### src/rtl/and3_deserializer_if.sv
`default_nettype none
// +----------------------------------------------------------------------+
// | Module   : and3_deserializer_if                                      |
// | Brief    : Serial-in / word-out handshake bundle for and3_deserializer|
// | Revision : 1.0 - initial release                                     |
// +----------------------------------------------------------------------+
interface and3_deserializer_if #(
  parameter int WIDTH = 3
);
  localparam int CNT_W = $clog2(WIDTH + 1);

  logic             sin_valid;
  logic             sin_data;
  logic             sin_ready;
  logic             pout_valid;
  logic [WIDTH-1:0] pout_data;
  logic             pout_all;
  logic             pout_ready;
  logic [CNT_W-1:0] bit_cnt;
`ifdef AND3_DESER_PARITY_EN
  logic             pout_perr;
`endif

  // master drives the serial source and consumes the words
  modport master (
`ifdef AND3_DESER_PARITY_EN
    input  pout_perr,
`endif
    output sin_valid, sin_data, pout_ready,
    input  sin_ready, pout_valid, pout_data, pout_all, bit_cnt
  );

  modport slave (
`ifdef AND3_DESER_PARITY_EN
    output pout_perr,
`endif
    input  sin_valid, sin_data, pout_ready,
    output sin_ready, pout_valid, pout_data, pout_all, bit_cnt
  );
endinterface
`default_nettype wire

### src/rtl/and3_deserializer.sv
`default_nettype none
// +----------------------------------------------------------------------+
// | Module   : and3_deserializer                                         |
// | Brief    : MSB-first serial-to-parallel receiver with AND-reduction. |
// |            Optional even parity: define AND3_DESER_PARITY_EN.        |
// | Revision : 1.0 - initial release                                     |
// +----------------------------------------------------------------------+
module and3_deserializer #(
  parameter int WIDTH = 3
) (
  input  logic               clk,
  input  logic               reset,
  and3_deserializer_if.slave bus
);
  localparam int CNT_W = $clog2(WIDTH + 1);
`ifdef AND3_DESER_PARITY_EN
  localparam int LAST = WIDTH;
`else
  localparam int LAST = WIDTH - 1;
`endif
  localparam logic [CNT_W-1:0] LAST_CNT = CNT_W'(LAST);

  typedef enum logic [0:0] {
    COLLECT = 1'b0,
    HOLD    = 1'b1
  } state_e;

  state_e           state_q, state_d;
  logic [CNT_W-1:0] bit_cnt_q, bit_cnt_d;
  logic [WIDTH-1:0] shift_q, shift_d;
  logic             pout_valid_q, pout_valid_d;
  logic [WIDTH-1:0] pout_data_q, pout_data_d;
  logic             pout_all_q, pout_all_d;
`ifdef AND3_DESER_PARITY_EN
  logic             perr_q, perr_d;
`endif
  logic             ready;
  logic             accept;
  logic [WIDTH-1:0] word;

  always_comb begin
    state_d      = state_q;
    bit_cnt_d    = bit_cnt_q;
    shift_d      = shift_q;
    pout_valid_d = pout_valid_q;
    pout_data_d  = pout_data_q;
    pout_all_d   = pout_all_q;
`ifdef AND3_DESER_PARITY_EN
    perr_d       = perr_q;
    word         = shift_q;
`else
    word         = {shift_q[WIDTH-2:0], bus.sin_data};
`endif
    ready  = (state_q == COLLECT) | bus.pout_ready;
    accept = bus.sin_valid & ready;

    if (state_q == HOLD && bus.pout_ready) begin
      state_d      = COLLECT;
      pout_valid_d = 1'b0;
    end

    // bit_cnt is always 0 in HOLD, so the zero-bubble bit can never complete a word
    if (accept) begin
      if (bit_cnt_q == LAST_CNT) begin
        state_d      = HOLD;
        pout_valid_d = 1'b1;
        pout_data_d  = word;
        pout_all_d   = &word;
        bit_cnt_d    = '0;
`ifdef AND3_DESER_PARITY_EN
        perr_d       = (^shift_q) ^ bus.sin_data;
`else
        shift_d      = word;
`endif
      end else begin
        bit_cnt_d = bit_cnt_q + CNT_W'(1);
        shift_d   = {shift_q[WIDTH-2:0], bus.sin_data};
      end
    end
  end

  always_ff @(posedge clk) begin
    if (reset) begin
      state_q      <= COLLECT;
      bit_cnt_q    <= '0;
      shift_q      <= '0;
      pout_valid_q <= 1'b0;
      pout_data_q  <= '0;
      pout_all_q   <= 1'b0;
`ifdef AND3_DESER_PARITY_EN
      perr_q       <= 1'b0;
`endif
    end else begin
      state_q      <= state_d;
      bit_cnt_q    <= bit_cnt_d;
      shift_q      <= shift_d;
      pout_valid_q <= pout_valid_d;
      pout_data_q  <= pout_data_d;
      pout_all_q   <= pout_all_d;
`ifdef AND3_DESER_PARITY_EN
      perr_q       <= perr_d;
`endif
    end
  end

  assign bus.sin_ready  = ready;
  assign bus.pout_valid = pout_valid_q;
  assign bus.pout_data  = pout_data_q;
  assign bus.pout_all   = pout_all_q;
  assign bus.bit_cnt    = bit_cnt_q;
`ifdef AND3_DESER_PARITY_EN
  assign bus.pout_perr  = perr_q;
`endif
endmodule
`default_nettype wire

### src/flat_wrapper.sv
// flat-port wrapper written by rule: the top's interface ports become plain ports
module and3_deserializer_flat 
#(
  parameter int WIDTH = 3
)
  (clk, reset, bus_sin_valid, bus_sin_data, bus_pout_ready, bus_sin_ready, bus_pout_valid, bus_pout_data, bus_pout_all, bus_bit_cnt);
  and3_deserializer_if #(.WIDTH(WIDTH)) bus_i ();
  input  logic clk;
  input  logic reset;
  input wire logic [$bits(bus_i.sin_valid)-1:0] bus_sin_valid;
  input wire logic [$bits(bus_i.sin_data)-1:0] bus_sin_data;
  input wire logic [$bits(bus_i.pout_ready)-1:0] bus_pout_ready;
  output wire logic [$bits(bus_i.sin_ready)-1:0] bus_sin_ready;
  output wire logic [$bits(bus_i.pout_valid)-1:0] bus_pout_valid;
  output wire logic [$bits(bus_i.pout_data)-1:0] bus_pout_data;
  output wire logic [$bits(bus_i.pout_all)-1:0] bus_pout_all;
  output wire logic [$bits(bus_i.bit_cnt)-1:0] bus_bit_cnt;
  assign bus_i.sin_valid = bus_sin_valid;
  assign bus_i.sin_data = bus_sin_data;
  assign bus_i.pout_ready = bus_pout_ready;
  assign bus_sin_ready = bus_i.sin_ready;
  assign bus_pout_valid = bus_i.pout_valid;
  assign bus_pout_data = bus_i.pout_data;
  assign bus_pout_all = bus_i.pout_all;
  assign bus_bit_cnt = bus_i.bit_cnt;
  and3_deserializer #(.WIDTH(WIDTH)) u_core (.clk(clk), .reset(reset), .bus(bus_i));
endmodule
### config.mk
export PLATFORM = sky130hd
export DESIGN_NAME = and3_deserializer_flat
export DESIGN_NICKNAME = d
export VERILOG_FILES = /design/src/rtl/and3_deserializer_if.sv /design/src/rtl/and3_deserializer.sv /design/src/flat_wrapper.sv
export SDC_FILE = /design/constraint.sdc
export NUM_CORES = 1
export LEC_CHECK = 0
export CORE_AREA = 2 2 39 41
export DETAILED_ROUTE_END_ITERATION = 12
export DIE_AREA = 0 0 41 43
export GPL_ROUTABILITY_DRIVEN = 0
export GPL_TIMING_DRIVEN = 0
export PLACE_DENSITY = 0.54
export SLEW_MARGIN = 20
export SYNTH_ARGS = -nofsm -noshare
export SYNTH_HDL_FRONTEND = slang
export SYNTH_SLANG_ARGS = --single-unit
### constraint.sdc
create_clock -name clk -period 1.55 [get_ports clk]
set_input_delay 0.155 -clock clk [delete_from_list [all_inputs] [get_ports clk]]
set_output_delay 0.155 -clock clk [all_outputs]
set_load 0.02 [all_outputs]
### Placement view

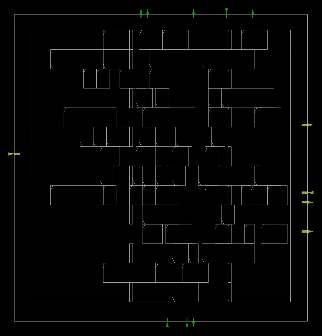
Core Footprint: 1384 sq um
non-filler cells in the finished layout: 78
flop share of the area: 34.63%

### Routed clock nets over the placement

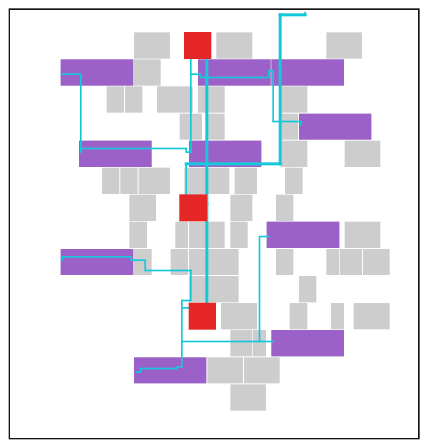
[cyan] clock wires | length: 164 um
[red] clock drivers | count: 3
[purple] flip-flops | count: 10
routed clock nets	4
power share of the clock group: 42.6%
Worst Clk Skew: 1.588 ps
Worst-Skew Late Latency: 270 ps
Clk power: 241 uW

### Routed metal per tile

8 x 9 tiles, from black (low) to pale yellow (high), scaled to the fullest tile. Values are wire area over tile area, all layers added.
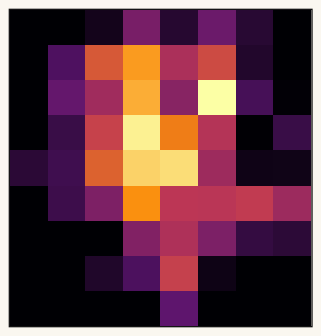
tiles over half the peak	19%
nearly empty tiles	33%
fullest tile	0.31
mean over tiles	0.081
densest ninth of the die	centre
via count: 404
All-Layer GR Usage: 13.23%
Routed WL: 873 um
wire per inst: 11.19 um

### A small window of the routed layout

Bar = 10 um. Window x 8 to 33, y 0 to 25 um. Cells in grey, sequential cells in the stronger grey; small squares are vias.
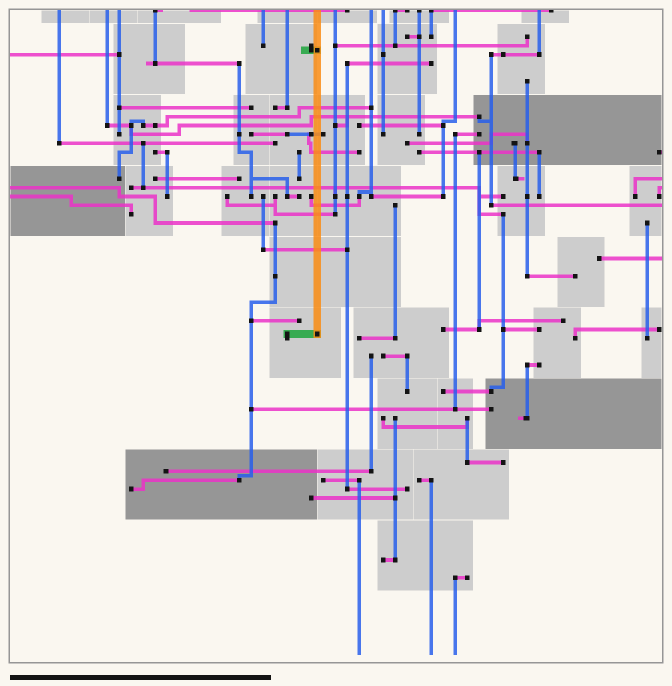
colour	layer
green	metal 3
blue	metal 2
orange	metal 4
magenta	metal 1
sequential cells in the window	4
cells with their middle in the window	30
most frequent	a21oi_1 (4), dfxtp_1 (4)

==> flow_metrics.py <==
# Physical implementation metrics
metrics = {
    "clock_network": {
        "cts_tree": "yes",
        "cts-root-buf": "clkbuf_4",
        "hold_buffers": 0,
        "numCtsBuffers": 3,
        "postCtsSetupRepairBufs": 0,
        "cts_sinks": 10,
        "htree_num_levels": 1,
        "cts.path.max_buffers": 2,
        "clkTransAtPathRegs_ps": 70,
        "cts_resized": 2,
    },
    "power": {
        "powerSeq_uw": 271,
        "ir_drop_mv": 0.4370,
        "p_comb_uw": 53.0,
        "p_seq_share_pct": 48.0,
        "power_density_nw_per_um2": 976.5,
        "combinationalPowerShare_pct": 9.4,
        "power.group.top": "sequential cells",
        "p_int_uw": 433.1,
        "cellLeakagePower_nw": 0.2008,
        "switching_share_pct": 23.27,
        "p_sw_uw": 131.3,
    },
    "global_routing": {
        "use_met1_pct": 17.05,
        "antenna_found_initial": 0,
        "met2_usage_pct": 17.19,
        "overflow": 0,
        "busiest_layer": "met2",
        "grt_pass1_vias": 348,
        "met3_usage_pct": 3.141,
        "grt_pass1_wl_um": 1518,
        "grt_max_degree": 11,
    },
    "final_layout": {
        "antenna_cells": 0,
        "nFillCells": 154,
        "nets": 68,
        "synthToLayoutAreaGrowth_pct": 39.16,
        "layout-drive-gt1-share_pct": 14.52,
        "largest_reg_flops": 3,
    },
    "floorplanning": {
        "fp.dieH_um": 43,
        "initial_utilization_pct": 30.02,
        "io_pins": 13,
        "dieArea_sq_um": 1763,
        "fp-row-count": 14,
        "die_x_um": 41,
    },
    "final_timing": {
        "finalClockPeriodUsage_pct": 93.43,
        "maxSlewViolCount": 0,
        "max_freq_mhz": 690.5,
        "worst_slack_ps": 101.8,
        "worst_pin_slew_ps": 405.8,
        "report.final.hold_viol_count": 0,
        "rsz0062_at_grt": "no",
        "period_minus_slack_ps": 1448,
        "fin_tns_setup_ps": 0,
        "final-setup-viol-count": 0,
        "whs_ps": 205.1,
        "slew_headroom_pct": 72.94,
    },
    "outcome": {
        "status": "finished, final reports clean",
    },
    "worst_setup_path": {
        "r2r_cells": 4,
        "crit_family": "buffers and inverters",
        "cp_num_cells": 1,
        "crit_start": "u_core.bus.bit_cnt[1]",
        "cp.required_ps": 1390,
        "arrival_ps": 1290,
        "critPathBufInv": 1,
        "cpPeakStageDelay_ps": 630,
        "crit_fanout": 6,
        "crit_path_end_kind": "output pin",
        "timing.rr.end": "u_core.bus.bit_cnt[0]",
        "cp-start-kind": "flip-flop",
        "crit_chain": "clkdlybuf4s50_1",
        "cp_slowest_cell": "clkdlybuf4s50_1",
        "critPathKind": "reg2out",
        "ff2ff_setup_slack_ps": 350,
        "reg2reg_from": "u_core.state_q",
        "crit_path_end": "bus_bit_cnt[1]",
    },
    "logic_synthesis": {
        "area_leaders": "dfxtp_1 48%, a21oi_1 11%, o31ai_1 5.4%",
        "avgSynthCellArea_sq_um": 8.838,
        "synthCells": 47,
        "ys_area_sq_um": 415.4,
        "synth_flops": 10,
        "ys_cells": 47,
        "syn-cell-area_sq_um": 415.4,
        "synth_top_cell_by_area": "dfxtp_1",
        "top_area_share_pct": 48.19,
        "yosysUniqueCellTypes": 16,
        "floorplan.nets": 52,
        "yosys.stat.seqShare_pct": 48.19,
        "yosys_warnings": 0,
    },
    "detailed_routing": {
        "drt_iter0_drc": 15,
        "via_per_inst": 5.179,
        "met3_length_um": 28,
        "met2WireLength_um": 370,
        "antenna_left": 0,
        "drc": 0,
        "wl_met1_um": 432,
        "dr.pass1.iters": 4,
        "top_layer": "met4",
    },
    "job": {
        "tool_warnings": 26,
        "maxCapViolCount": 0,
    },
    "place": {
        "port_buffers": 11,
        "place_inst": 74,
        "dp_hpwl_um": 617,
        "dp_slack_ps": -263.8,
    },
    "min_path": {
        "hold_class": "in2reg",
        "hp-start": "bus_sin_valid",
        "min_to": "u_core.shift_q[1]",
        "worstHoldPathCells": 3,
    },
}
## area by class of cell
| cell class | count | area, sq um | area share [%] |
|---|---|---|---|
| plain buffers | 3 | 18.77 | 3.247 |
| clock buffers | 4 | 36.28 | 6.277 |
| inverters | 2 | 8.758 | 1.515 |
| multi-input cells | 32 | 188.9 | 32.68 |
| flip-flops and latches | 10 | 200.2 | 34.63 |
| well taps | 16 | 20.02 | 3.463 |
| repair buffers | 11 | 105.1 | 18.18 |
## cell usage in the layout (no fill, tap or decap)
cell type,synthesis,layout
clkbuf_8,0,1
a21oi_1,9,9
buf_4,2,2
clkinv_2,0,1
clkbuf_1,1,1
inv_2,1,1
o21ai_0,4,4
nand3_1,3,3
nand2_1,2,2
dfxtp_1,10,10
mux2i_1,1,1
or4_1,1,1
clkdlybuf4s50_1,0,10
nor2b_1,2,2
nand4b_1,2,2
nand2b_1,2,2
o31ai_1,3,3
clkbuf_4,0,3
nand4_1,3,3
clkbuf_2,0,1
## metrics by stage
stage                     util (%)  total power [mW]  instance area, sq um
final                        41.77            0.5645                 578.1
after global routing         41.77            0.5933                 578.1
after CTS                    42.04            0.5727                 581.8
after detailed placement     39.42            0.3301                 545.5
after global placement       39.42            0.3304                 545.5
after floorplan                  -            0.3060                 415.4
## cells in the mapped netlist, drive strengths merged
master and number:
a21oi 9, buf 2, clkbuf 1, clkinv 1
dfxtp 10, inv 1, mux2i 1, nand2 2
nand2b 2, nand3 3, nand4 3, nand4b 2
nor2b 2, o21ai 4, o31ai 3, or4 1
## kinds of logic (layout without fill, tap and decap cells)
family	Yosys count	after routing	synth area share, %
AND-OR/OR-AND	16	16	21.08
buffers and inverters	5	20	6.322
flip-flops	10	10	48.19
multiplexers	1	1	2.410
AND/OR/NAND/NOR	15	15	21.99
Power and IR drop assume default switching activity.
